## src/rtl/fetch_unit_if.sv

```systemverilog
// fetch_unit_if: memory, redirect and decode handshakes
// of the instruction-fetch front end.
interface fetch_unit_if #(
  parameter int XLEN  = 32,
  parameter int DEPTH = 4
);
  localparam int CW = $clog2(DEPTH) + 1;

  logic            imem_req_valid;
  logic            imem_req_ready;
  logic [XLEN-1:0] imem_req_addr;
  logic            imem_rsp_valid;
  logic [31:0]     imem_rsp_data;
  logic            redirect_valid;
  logic [XLEN-1:0] redirect_pc;
  logic            dec_valid;
  logic            dec_ready;
  logic [31:0]     dec_inst;
  logic [XLEN-1:0] dec_pc;
  logic [CW-1:0]   occupancy;

  modport master (
    output imem_req_valid,
    output imem_req_addr,
    input  imem_req_ready,
    input  imem_rsp_valid,
    input  imem_rsp_data,
    input  redirect_valid,
    input  redirect_pc,
    output dec_valid,
    output dec_inst,
    output dec_pc,
    output occupancy,
    input  dec_ready
  );

  modport slave (
    input  imem_req_valid,
    input  imem_req_addr,
    output imem_req_ready,
    output imem_rsp_valid,
    output imem_rsp_data,
    output redirect_valid,
    output redirect_pc,
    input  dec_valid,
    input  dec_inst,
    input  dec_pc,
    input  occupancy,
    output dec_ready
  );
endinterface

```

## src/rtl/fetch_unit.sv

```systemverilog
// fetch_unit: fetch PC, credit-limited imem requests and a
// DEPTH-entry {pc, inst} queue feeding decode.
module fetch_unit #(
  parameter int              XLEN     = 32,
  parameter int              DEPTH    = 4,
  parameter logic [XLEN-1:0] RESET_PC = '0
) (
  input logic          clock,
  input logic          reset,
  fetch_unit_if.master bus
);
  localparam int AW = $clog2(DEPTH);
  localparam int CW = AW + 1;
  localparam logic [CW-1:0] FULL = CW'(DEPTH);
  localparam logic [XLEN-1:0] STEP = XLEN'(4);

  logic [XLEN-1:0] fetch_pc;
  logic [XLEN-1:0] rsp_pc;
  logic [CW-1:0]   outstanding;
  logic [CW-1:0]   discard;
  logic [CW-1:0]   count;
  logic [AW-1:0]   head;
  logic [AW-1:0]   tail;
  logic [XLEN-1:0] pc_q [DEPTH];
  logic [31:0]     inst_q [DEPTH];

  logic          req_fire;
  logic          push;
  logic          pop;
  logic [CW-1:0] credit;
  logic [CW-1:0] rsp_dec;

  // Handshake qualifiers; redirect blocks both request and pop
  always_comb begin
    credit = outstanding + count;
    rsp_dec = CW'(bus.imem_rsp_valid);
    bus.imem_req_valid = !reset && (credit < FULL)
                         && !bus.redirect_valid;
    bus.imem_req_addr = fetch_pc;
    bus.dec_valid = (count != '0) && !bus.redirect_valid;
    req_fire = bus.imem_req_valid && bus.imem_req_ready;
    pop = bus.dec_valid && bus.dec_ready;
    push = bus.imem_rsp_valid && (discard == '0)
           && !bus.redirect_valid;
  end

  // Head entry is zero while empty so stale slots never show
  always_comb begin
    bus.dec_inst = '0;
    bus.dec_pc = '0;
    bus.occupancy = count;
    if (count != '0) begin
      bus.dec_inst = inst_q[head];
      bus.dec_pc = pc_q[head];
    end
  end

  // PCs, credit counters and queue pointers
  always_ff @(posedge clock or posedge reset) begin
    if (reset) begin
      fetch_pc <= RESET_PC;
      rsp_pc <= RESET_PC;
      outstanding <= '0;
      discard <= '0;
      count <= '0;
      head <= '0;
      tail <= '0;
    end else if (bus.redirect_valid) begin
      fetch_pc <= bus.redirect_pc;
      rsp_pc <= bus.redirect_pc;
      outstanding <= outstanding - rsp_dec;
      discard <= outstanding - rsp_dec;
      count <= '0;
      head <= tail;
    end else begin
      if (req_fire)
        fetch_pc <= fetch_pc + STEP;
      outstanding <= outstanding + CW'(req_fire) - rsp_dec;
      if (bus.imem_rsp_valid && discard != '0)
        discard <= discard - CW'(1);
      if (push) begin
        tail <= tail + AW'(1);
        rsp_pc <= rsp_pc + STEP;
      end
      if (pop)
        head <= head + AW'(1);
      count <= count + CW'(push) - CW'(pop);
    end
  end

  // Queue storage, written on a kept response
  always_ff @(posedge clock) begin
    if (push) begin
      pc_q[tail] <= rsp_pc;
      inst_q[tail] <= bus.imem_rsp_data;
    end
  end

  // Memory must never answer a request that was not issued
  always_ff @(posedge clock) begin
    if (!reset && bus.imem_rsp_valid)
      assert (outstanding != '0);
  end
endmodule

```

## src/flat_wrapper.sv

```systemverilog
// flat-port wrapper written by rule: the top's interface ports become plain ports
module fetch_unit_flat 
#(
  parameter int              XLEN     = 32,
  parameter int              DEPTH    = 4,
  parameter logic [XLEN-1:0] RESET_PC = '0
)
  (clock, reset, bus_imem_req_valid, bus_imem_req_addr, bus_imem_req_ready, bus_imem_rsp_valid, bus_imem_rsp_data, bus_redirect_valid, bus_redirect_pc, bus_dec_valid, bus_dec_inst, bus_dec_pc, bus_occupancy, bus_dec_ready);
  fetch_unit_if #(.XLEN(XLEN), .DEPTH(DEPTH)) bus_i ();
  input logic clock;
  input logic reset;
  output wire logic [$bits(bus_i.imem_req_valid)-1:0] bus_imem_req_valid;
  output wire logic [$bits(bus_i.imem_req_addr)-1:0] bus_imem_req_addr;
  input wire logic [$bits(bus_i.imem_req_ready)-1:0] bus_imem_req_ready;
  input wire logic [$bits(bus_i.imem_rsp_valid)-1:0] bus_imem_rsp_valid;
  input wire logic [$bits(bus_i.imem_rsp_data)-1:0] bus_imem_rsp_data;
  input wire logic [$bits(bus_i.redirect_valid)-1:0] bus_redirect_valid;
  input wire logic [$bits(bus_i.redirect_pc)-1:0] bus_redirect_pc;
  output wire logic [$bits(bus_i.dec_valid)-1:0] bus_dec_valid;
  output wire logic [$bits(bus_i.dec_inst)-1:0] bus_dec_inst;
  output wire logic [$bits(bus_i.dec_pc)-1:0] bus_dec_pc;
  output wire logic [$bits(bus_i.occupancy)-1:0] bus_occupancy;
  input wire logic [$bits(bus_i.dec_ready)-1:0] bus_dec_ready;
  assign bus_imem_req_valid = bus_i.imem_req_valid;
  assign bus_imem_req_addr = bus_i.imem_req_addr;
  assign bus_i.imem_req_ready = bus_imem_req_ready;
  assign bus_i.imem_rsp_valid = bus_imem_rsp_valid;
  assign bus_i.imem_rsp_data = bus_imem_rsp_data;
  assign bus_i.redirect_valid = bus_redirect_valid;
  assign bus_i.redirect_pc = bus_redirect_pc;
  assign bus_dec_valid = bus_i.dec_valid;
  assign bus_dec_inst = bus_i.dec_inst;
  assign bus_dec_pc = bus_i.dec_pc;
  assign bus_occupancy = bus_i.occupancy;
  assign bus_i.dec_ready = bus_dec_ready;
  fetch_unit #(.XLEN(XLEN), .DEPTH(DEPTH), .RESET_PC(RESET_PC)) u_core (.clock(clock), .reset(reset), .bus(bus_i));
endmodule
```

## config.mk

```make
export PLATFORM = sky130hd
export DESIGN_NAME = fetch_unit_flat
export DESIGN_NICKNAME = d
export VERILOG_FILES = /design/src/rtl/fetch_unit_if.sv /design/src/rtl/fetch_unit.sv /design/src/flat_wrapper.sv
export SDC_FILE = /design/constraint.sdc
export NUM_CORES = 1
export LEC_CHECK = 0
export CAP_MARGIN = 20
export CORE_MARGIN = 8
export CORE_UTILIZATION = 40
export CTS_CLUSTER_DIAMETER = 60
export CTS_CLUSTER_SIZE = 8
export DETAILED_ROUTE_END_ITERATION = 6
export DONT_BUFFER_PORTS = 1
export PLACE_DENSITY = 0.62
export SLEW_MARGIN = 25
export SYNTH_ARGS = -nofsm -noshare
export SYNTH_HDL_FRONTEND = slang
export SYNTH_SLANG_ARGS = --single-unit
```

## constraint.sdc

```tcl
create_clock -name clock -period 3.1 [get_ports clock]
set_input_delay 0.62 -clock clock [delete_from_list [all_inputs] [get_ports clock]]
set_output_delay 0.62 -clock clock [all_outputs]
set_load 0.02 [all_outputs]
```

### Placement density heat map, run 1

Drawn at 2 px/um. 20 x 20 tiles, from black (low) to pale yellow (high), 0 to 100% covered.
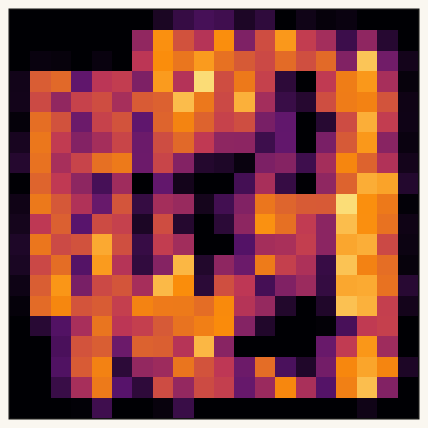
tiles over 75% full = 9.2%
emptiest ninth of the die = north-west
fullest tile = 93%
nearly empty tiles = 18%
mean over tiles = 37%
final cell utilization of the core: 0.458
total core area: 0.0352 mm^2
fp_density: 0.402

### Metal layers overlaid, run 1

Drawn at 1.5 px/um.
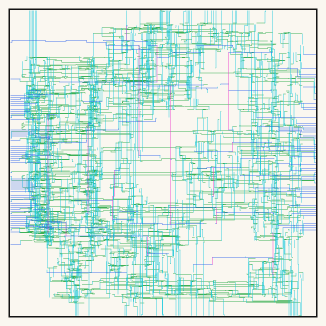
met2 -> cyan  # wire length 14400 um
met1 -> green  # wire length 13100 um
met3 -> blue  # wire length 2610 um
met4 -> magenta  # wire length 514 um
DR vias: 7376
average wire per cell in the routed design: 22.3 um
post-detailed-routing wire length: 30.6 mm
GR Util All Layers: 0.149

==> flow_metrics.py, run 1 <==
# Generated from Yosys and OpenROAD reports
metrics = {
    "pwr": {
        "power.share.switching": 0.317,
        "p_int_uw": 9430,
        "seqPwrFrac": 0.403,
        "combinationalPowerShare": 0.266,
        "power_switching_uw": 4380,
    },
    "synth": {
        "synth.yosys.warnings": 0,
        "largest_area_cell": "sky130_fd_sc_hd__edfxtp_1",
        "syn-mean-instance-area_um2": 16.4,
        "syn_nets": 949,
        "post_synth_arst_share": 0.231,
        "synth_cell_count_leaders": "256 x sky130_fd_sc_hd__edfxtp_1, 77 x sky130_fd_sc_hd__dfrtp_1, 73 x sky130_fd_sc_hd__and2_1",
        "count_of_library_flops_with_an_enable_pin": 256,
        "synth.top_cells.by_area": "sky130_fd_sc_hd__edfxtp_1 54%, sky130_fd_sc_hd__dfrtp_1 14%, sky130_fd_sc_hd__mux4_2 10%, sky130_fd_sc_hd__and2_1 3.2%, sky130_fd_sc_hd__xor2_1 2.2%",
    },
    "place": {
        "post-place-cells": 1309,
        "dpl-instance-area_mm2": 0.0148,
    },
    "setup_path": {
        "type_of_the_worst_setup_path": "flop to output pin",
        "crit_path_max_incr_delay_ps": 480,
        "worst_r2r_src": "u_core.bus.occupancy[1]",
        "reg2reg_setup_slack_ps": 420,
        "setup.worst_path.end_class": "output pin",
        "r2r_end": "u_core.outstanding[2]",
    },
    "sta": {
        "achievable-frequency_mhz": 340,
        "period_needed_ps": 2940,
        "hold_violations": 0,
    },
    "finish": {
        "proportion_of_layout_cells_with_a_drive_suffix_above_1": 0.199,
        "syn_to_final_growth_pct": 14.1,
        "fin_nets": 986,
        "layout.filler_cells": 3099,
    },
    "global_routing": {
        "met2_usage": 0.240,
        "first_global_vias": 8083,
        "gr-max-usage-layer": "met2",
        "antenna_violations_before_repair": 0,
        "gr-usage-met1": 0.189,
    },
    "clock_tree": {
        "clock-sinks": 333,
        "post_cts_setup_buffers": 0,
        "ctsHtreeMaxLevel": 2,
        "clock_path_buffers": 3,
        "clkTransAtPathRegs_ps": 50,
    },
    "floorplan": {
        "fp.dieArea_mm2": 0.0416,
    },
    "outcome": {
        "outcome": "finished, final reports clean",
    },
    "worst_hold_path": {
        "min_path_cells": 1,
        "hold_path_class": "input pin to flop",
    },
    "job": {
        "maxCapViolations": 0,
    },
    "route": {
        "route.antenna.remaining_nets": 0,
    },
}
### Clock nets, run 1

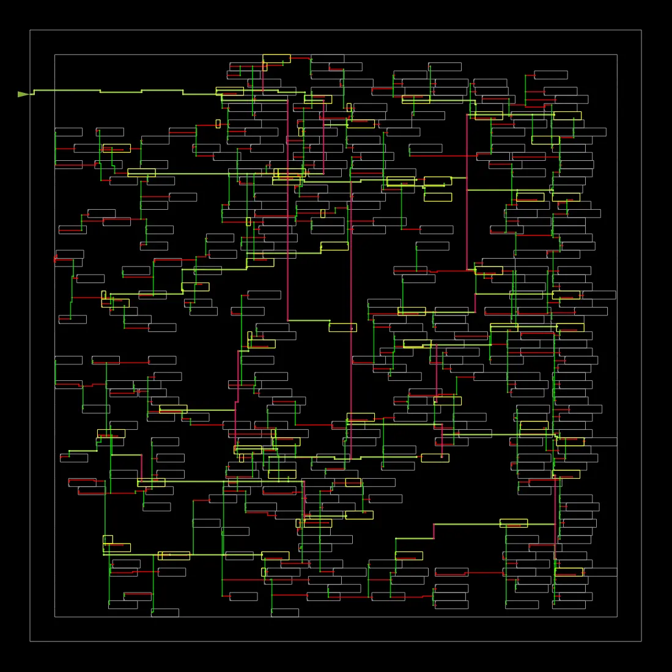
clock insertion delay at the later pin of the skew report: 530 ps
Seq Cell Count: 333
power attributed to the clock group: 4570 uW
clock skew: 19.7 ps
number of buffers created by CTS: 48

### Pin map, run 1

Drawn at 2 px/um. Pins as bars across the die edge, other pins in gray.
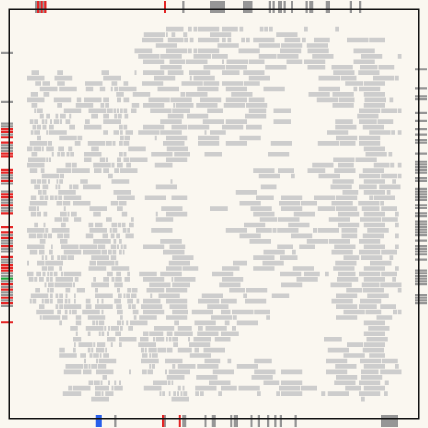
bus_redirect_valid -> green  # pins 1, direction input, edge west
bus_occupancy -> blue  # pins 3, direction output, edge south
bus_redirect_pc -> red  # pins 32, direction input, edge 26 west, 4 north, 2 south
all pins by edge = 58 west, 49 east, 34 north, 30 south
PortBufs: 0
die extent in x: 204 um
Die H: 204 um

==> run 1: layout make-up <==
cell class	instances	area, um^2	share of cell area
sequential	333	9620	0.596
multi-input combinational	470	4310	0.267
clock buffer	64	1290	0.0801
tap	461	577	0.0357
timing repair buffer	24	249	0.0154
inverter	22	83.8	0.00519
clock inverter	1	8.76	0.000543
antenna	1	2.50	0.000155
==> run 1: cells by family (layout without fill, tap and decap cells) <==
| group | count (synthesis) | in the layout | share of synthesized area |
|---|---|---|---|
| fa+ha+maj | 17 | 17 | 0.0161 |
| mux | 95 | 95 | 0.126 |
| compound gates | 52 | 52 | 0.0232 |
| flops | 333 | 333 | 0.680 |
| simple gates | 244 | 244 | 0.0999 |
| xor+xnor | 62 | 62 | 0.0384 |
| buf+inv | 59 | 111 | 0.0166 |
| other cells | 0 | 1 | 0 |
==> run 1: power by group through the flow <==
stage	sequential, uW	combinational [uW]	clock [uW]
after floorplan	5490	2970	0
after global placement	5640	3750	0
after detailed placement	5650	3780	0
after CTS	5570	3790	4720
after global routing	5620	4040	4890
final	5570	3670	4570
==> run 1: worst max-delay path by stage <==
| stage | end | cells after the start |
|---|---|---|
| floorplan | u_core.bus.occupancy[2] | 12 |
| global placement | u_core.outstanding[2] | 10 |
| detailed placement | u_core.outstanding[2] | 10 |
| CTS | bus_imem_req_valid | 6 |
| global route | bus_imem_req_valid | 6 |
| finish | bus_imem_req_valid | 6 |
==> run 1: metrics by stage <==
stage          setup WS (ps)   util  hold slack, ps  power (uW)
2_1_floorplan            440      -             476        8470
3_3_place_gp             371  0.421             500        9390
3_5_place_dp             373  0.421             524        9430
4_1_cts                 18.1  0.458             122       14100
5_1_grt                -17.5  0.458             131       14500
6_report                 155  0.458             168       13800
==> run 1: registers in the layout, summed over array words and instances (netlist names) <==
name,count
u_core.bus.imem_req_addr,32
u_core.bus.occupancy,3
u_core.discard,3
u_core.head,2
u_core.inst_q,128
u_core.outstanding,3
u_core.pc_q,128
u_core.rsp_pc,32
u_core.tail,2
==> run 1: repair_timing <==
action	in CTS	in global routing
gates resized	0	2
hold endpoints to repair	2	0
hold buffers	1	0
setup endpoints to repair	0	1
==> run 1: per-layer routing <==
layer | vias up | part of all wire
met2 | 220 | 0.47
li1 | 3378 | -
met1 | 3739 | 0.43
met4 | 0 | 0.017
met5 | - | 0
met3 | 39 | 0.085
==> run 1: cell usage in the layout, fill, tap and decap left out, drive strengths merged, types with 3 or more instances in the layout <==
| master | n |
|---|---|
| nor2 | 21 |
| and2 | 73 |
| a21boi | 12 |
| inv | 21 |
| nor4 | 15 |
| nand3 | 24 |
| nor4b | 4 |
| nor3 | 11 |
| dfrtp | 77 |
| o21ai | 21 |
| mux4 | 64 |
| xnor2 | 26 |
| o311ai | 3 |
| mux2 | 27 |
| buf | 23 |
| xor2 | 36 |
| nand4 | 23 |
| and3 | 11 |
| nand2b | 7 |
| edfxtp | 256 |
| nand2 | 38 |
| a21oi | 7 |
| mux2i | 4 |
| and4 | 9 |
| ha | 15 |
| clkbuf | 64 |
--- run 2 (diff from run 1) ---
--- a/config.mk
+++ b/config.mk
@@ -6,7 +6,6 @@
 export NUM_CORES = 1
 export LEC_CHECK = 0
 export CAP_MARGIN = 20
-export CORE_MARGIN = 8
 export CORE_UTILIZATION = 40
 export CTS_CLUSTER_DIAMETER = 60
 export CTS_CLUSTER_SIZE = 8
### Pin map, run 2

Drawn at 2 px/um. Pins as bars across the die edge, other pins in gray.
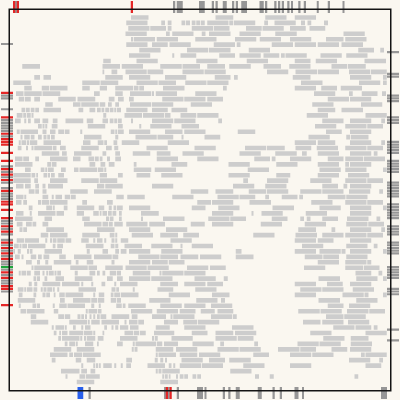
bus_occupancy -> blue  # pins 3, direction output, edge south
bus_redirect_valid -> green  # pins 1, direction input, edge west
bus_redirect_pc -> red  # pins 32, direction input, edge 27 west, 3 north, 2 south
Die H: 190 um
die extent in x: 190 um

### Placement density heat map, run 2

Drawn at 2 px/um. 19 x 19 tiles, from black (low) to pale yellow (high), 0 to 100% covered.
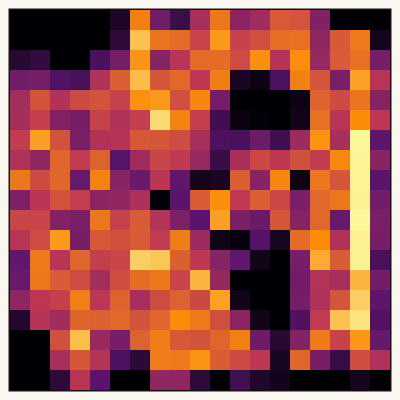
mean over tiles = 43%
fullest tile = 98%
emptiest ninth of the die = north-west
tiles over 75% full = 10%
nearly empty tiles = 11%
fp_density: 0.409
total core area: 0.0346 mm^2

==> run 2 against run 1 <==
Compared with the run above:
- die area shrank 13%
- clock skew shrank 1.4 ps
- cell area grew 0.70%
- power is essentially flat
- critical path type unchanged
- hold slack lost 120 ps
- core utilization grew 1.1 points
- critical path depth is the same
- sequential share of layout area shrank 0.40 points
==> flow_metrics.py, run 2 <==
# Generated from Yosys and OpenROAD reports
metrics = {
    "route": {
        "dr_vias": 7427,
        "routed_wirelength_mm": 29.3,
    },
    "global_routing": {
        "met2_usage": 0.265,
        "gr-max-usage-layer": "met2",
    },
    "pwr": {
        "totalPowerFinal_uw": 13800,
    },
    "outcome": {
        "outcome": "finished, final reports clean",
    },
    "sta": {
        "post-route-worst-setup-slack_ps": 149,
        "achievable-frequency_mhz": 339,
        "period_needed_ps": 2950,
    },
    "synth": {
        "synth_cell_count_leaders": "256 x sky130_fd_sc_hd__edfxtp_1, 77 x sky130_fd_sc_hd__dfrtp_1, 73 x sky130_fd_sc_hd__and2_1",
        "count_of_library_flops_with_an_enable_pin": 256,
        "syn_nets": 949,
        "largest_area_cell": "sky130_fd_sc_hd__edfxtp_1",
        "syn-mean-instance-area_um2": 16.4,
        "synth.yosys.warnings": 0,
    },
    "finish": {
        "syn_to_final_growth_pct": 14.9,
        "antenna_cells_inserted": 0,
    },
    "job": {
        "maxCapViolations": 0,
    },
    "clock_tree": {
        "clkTransAtPathRegs_ps": 50,
        "clock_path_buffers": 3,
    },
}
## run 2: logic make-up (layout without fill, tap and decap cells)
family	Yosys count	in the layout	share of synthesized area
simple gates	244	244	0.0999
compound gates	52	52	0.0232
xor+xnor	62	62	0.0384
flops	333	333	0.680
fa+ha+maj	17	17	0.0161
buf+inv	59	115	0.0166
mux	95	95	0.126
## run 2: final timing paths
| check | startpoint | end | slack (ps) |
|---|---|---|---|
| min in group clock | bus_redirect_valid | u_core.bus.occupancy[1] | 150 |
| worst min register to register | u_core.rsp_pc[1] | u_core.pc_q[3][1] | 530 |
| worst min-delay path | reset | u_core.bus.imem_req_addr[9] | 40 |
| worst max-delay path | u_core.bus.occupancy[1] | bus_imem_req_valid | 150 |
| max in group asynchronous | reset | u_core.head[0] | 2680 |
| worst max register to register | u_core.bus.occupancy[1] | u_core.outstanding[2] | 390 |
## run 2: critical path, stage by stage, from the launching register on
cell and delay, ps:
sky130_fd_sc_hd__dfrtp_2 480, sky130_fd_sc_hd__ha_1 310, sky130_fd_sc_hd__a31oi_1 310, sky130_fd_sc_hd__xor2_1 220
sky130_fd_sc_hd__buf_6 240, sky130_fd_sc_hd__nor3_1 70, sky130_fd_sc_hd__buf_4 160
## run 2: stage by stage
stage,util,area (um^2)
3_3_place_gp,0.431,14900
4_1_cts,0.469,16200
2_1_floorplan,-,14200
3_5_place_dp,0.431,14900
6_report,0.469,16300
5_1_grt,0.469,16300
## run 2: metal layers
metal	part of all wire	wire, um
met5	0	0
met2	0.47	13800
met3	0.072	2110
met1	0.44	12800
met4	0.019	561
## run 2: area by class of cell
type / count / area (um^2)
Inverter: 22 / 82.6
Fill cell: 2950 / 18400
Timing Repair Buffer: 26 / 362
Clock inverter: 5 / 35.0
Tap cell: 455 / 569
Multi-Input combinational cell: 470 / 4310
Sequential cell: 333 / 9620
Clock buffer: 62 / 1270
## run 2: report_power, final
group | leakage [uW] | switching (uW) | total, uW | internal (uW)
Sequential | 0.00320 | 469 | 5630 | 5160
Clock | 0.000638 | 1730 | 4560 | 2820
Combinational | 0.00173 | 2170 | 3640 | 1470
## run 2: timing repair
| item | 4_1_cts | 5_1_grt |
|---|---|---|
| setup buffers | 0 | 0 |
| endpoints found under the setup margin | 0 | 1 |
| gates resized | 0 | 2 |
--- run 3 (diff from run 2) ---
--- a/config.mk
+++ b/config.mk
@@ -6,12 +6,12 @@
 export NUM_CORES = 1
 export LEC_CHECK = 0
 export CAP_MARGIN = 20
-export CORE_UTILIZATION = 40
+export CORE_UTILIZATION = 45
 export CTS_CLUSTER_DIAMETER = 60
 export CTS_CLUSTER_SIZE = 8
 export DETAILED_ROUTE_END_ITERATION = 6
 export DONT_BUFFER_PORTS = 1
-export PLACE_DENSITY = 0.62
+export PLACE_DENSITY = 0.68
 export SLEW_MARGIN = 25
 export SYNTH_ARGS = -nofsm -noshare
 export SYNTH_HDL_FRONTEND = slang
### Pin map, run 3

Drawn at 2 px/um. Pins as bars across the die edge, other pins in gray.
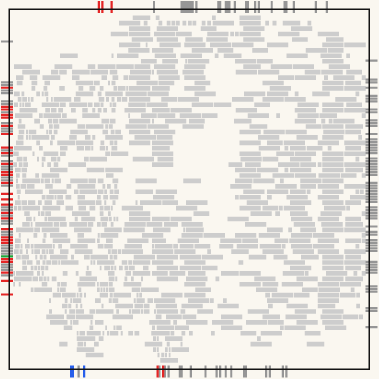
bus_occupancy -> blue  # pins 3, direction output, edge south
bus_redirect_pc -> red  # pins 32, direction input, edge 27 west, 3 north, 2 south
bus_redirect_valid -> green  # pins 1, direction input, edge west
all pins by edge = 62 west, 58 east, 28 north, 23 south
die extent in x: 179 um
Die H: 179 um

### Metal layers overlaid, run 3

Drawn at 1.5 px/um.
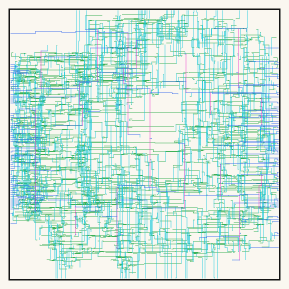
met2 -> cyan  # wire length 13100 um
met4 -> magenta  # wire length 605 um
met1 -> green  # wire length 12200 um
met3 -> blue  # wire length 2090 um
GR Util All Layers: 0.179
post-detailed-routing wire length: 28.0 mm

==> run 3 against run 2 <==
Compared with the run above:
- the flow now finishes with violations (design-rule violations)
- combinational power barely moved
- cell area fell by 0.80%
- largest power group unchanged
- sequential power fell by 2%
- core utilization rose by 5.5 points
- critical path depth did not move
- via count fell by 0.57%
- clock-buffer cell count rose by 1
- hold slack got worse by 8.2 ps
- global-route usage rose by 1.3 points
- largest cell class unchanged
==> flow_metrics.py, run 3 <==
# Generated from Yosys and OpenROAD reports
metrics = {
    "floorplan": {
        "core_area_mm2": 0.0307,
        "fp.dieArea_mm2": 0.0321,
    },
    "setup_path": {
        "timing.critical_path.max_delay_family": "flip-flops",
        "reg2reg_setup_slack_ps": 480,
        "crit_path_cell_trace": "ha_1 > a31oi_2 > xor2_1 > buf_4 > nor3_1 > buf_4",
        "most_used_cell_cp": "sky130_fd_sc_hd__buf_4",
        "crit_slowest_cell": "sky130_fd_sc_hd__dfrtp_2",
        "path_buffers": 2,
        "worst_r2r_src": "u_core.bus.occupancy[1]",
    },
    "synth": {
        "count_of_library_flops_with_an_enable_pin": 256,
        "post_synth_arst_share": 0.231,
        "syn-mean-instance-area_um2": 16.4,
        "synth_cell_count_leaders": "256 x sky130_fd_sc_hd__edfxtp_1, 77 x sky130_fd_sc_hd__dfrtp_1, 73 x sky130_fd_sc_hd__and2_1",
        "syn_nets": 949,
        "largest_area_cell": "sky130_fd_sc_hd__edfxtp_1",
    },
    "sta": {
        "achievable-frequency_mhz": 339,
        "hold_violations": 0,
        "period_needed_ps": 2950,
        "clock_skew_ps": 19.5,
    },
    "finish": {
        "layout.area.comb_mm2": 0.00431,
        "final_layout_top_logic_cell": "sky130_fd_sc_hd__edfxtp_1",
        "syn_to_final_growth_pct": 14.0,
        "most-common-layout-cells": "256 x sky130_fd_sc_hd__edfxtp_1, 74 x sky130_fd_sc_hd__dfrtp_1, 69 x sky130_fd_sc_hd__and2_1, 64 x sky130_fd_sc_hd__mux4_2, 49 x sky130_fd_sc_hd__clkbuf_16",
        "proportion_of_layout_cells_with_a_drive_suffix_above_1": 0.203,
        "fin_nets": 988,
    },
    "route": {
        "drc": 30,
        "route.antenna.remaining_nets": 0,
        "met2RoutedLength_mm": 13.1,
    },
    "place": {
        "post-place-cells": 1248,
    },
    "global_routing": {
        "first_global_vias": 7699,
        "antenna_violations_before_repair": 0,
    },
    "clock_tree": {
        "clock-sinks": 333,
        "clock_path_buffers": 3,
        "ctsHtreeMaxLevel": 2,
        "clkTransAtPathRegs_ps": 50,
        "tritoncts.num_buffers": 47,
    },
    "outcome": {
        "outcome": "finished with violations",
        "violated_checks": "design-rule violations",
    },
}
## run 3: what timing repair did
action	4_1_cts	5_1_grt
resized	0	2
endpoints found under the hold margin	0	0
endpoints found under the setup margin	0	1
## run 3: worst max-delay path by stage
stage                     slack, ps                     from                      end  depth (start not counted)
final                           150  u_core.bus.occupancy[1]       bus_imem_req_valid                          6
after global routing              9  u_core.bus.occupancy[1]       bus_imem_req_valid                          6
after CTS                        20  u_core.bus.occupancy[1]       bus_imem_req_valid                          6
after detailed placement        370  u_core.bus.occupancy[1]    u_core.outstanding[2]                         10
after global placement          420  u_core.bus.occupancy[1]    u_core.outstanding[2]                         10
after floorplan                 440       bus_redirect_valid  u_core.bus.occupancy[2]                         12
## run 3: cells by family (layout without fill, tap and decap cells)
kind of cell | Yosys count | after routing | share of synthesized area
buffers and inverters | 59 | 113 | 0.0166
AND/OR/NAND/NOR | 244 | 244 | 0.0999
adder cells (fa/ha/maj) | 17 | 17 | 0.0161
multiplexers | 95 | 95 | 0.126
AND-OR/OR-AND | 52 | 52 | 0.0232
XOR/XNOR | 62 | 62 | 0.0384
flip-flops | 333 | 333 | 0.680
## run 3: final cells by class
type / count / area share
flip-flops and latches: 333 / 0.597
multi-input cells: 470 / 0.268
clock buffers: 63 / 0.0793
well taps: 396 / 0.0307
repair buffers: 27 / 0.0203
inverters: 22 / 0.00512
clock inverters: 1 / 0.000310
## run 3: power by group
group | total, uW | switching [uW] | internal (uW)
logic | 3670 | 2240 | 1430
clock network | 4490 | 1690 | 2810
registers | 5530 | 364 | 5160
total | 13700 | 4290 | 9400
## run 3: layer usage
metal / global-route usage / up-vias
li1: - / 3373
met1: 0.244 / 3707
met2: 0.285 / 255
met3: 0.0469 / 50
met4: 0.0529 / 0
met5: 0 / -
## run 3: metrics by stage
step	utilization	total power (uW)	worst slack (ps)	area, um^2	hold slack (ps)
2_1_floorplan	-	8470	440	14200	476
3_3_place_gp	0.482	9320	417	14800	526
3_5_place_dp	0.482	9360	373	14800	535
4_1_cts	0.524	13900	20.4	16100	34.2
5_1_grt	0.524	14400	8.99	16100	59.2
6_report	0.524	13700	149	16100	36.3
Power is estimated from default activity; no workload was simulated.
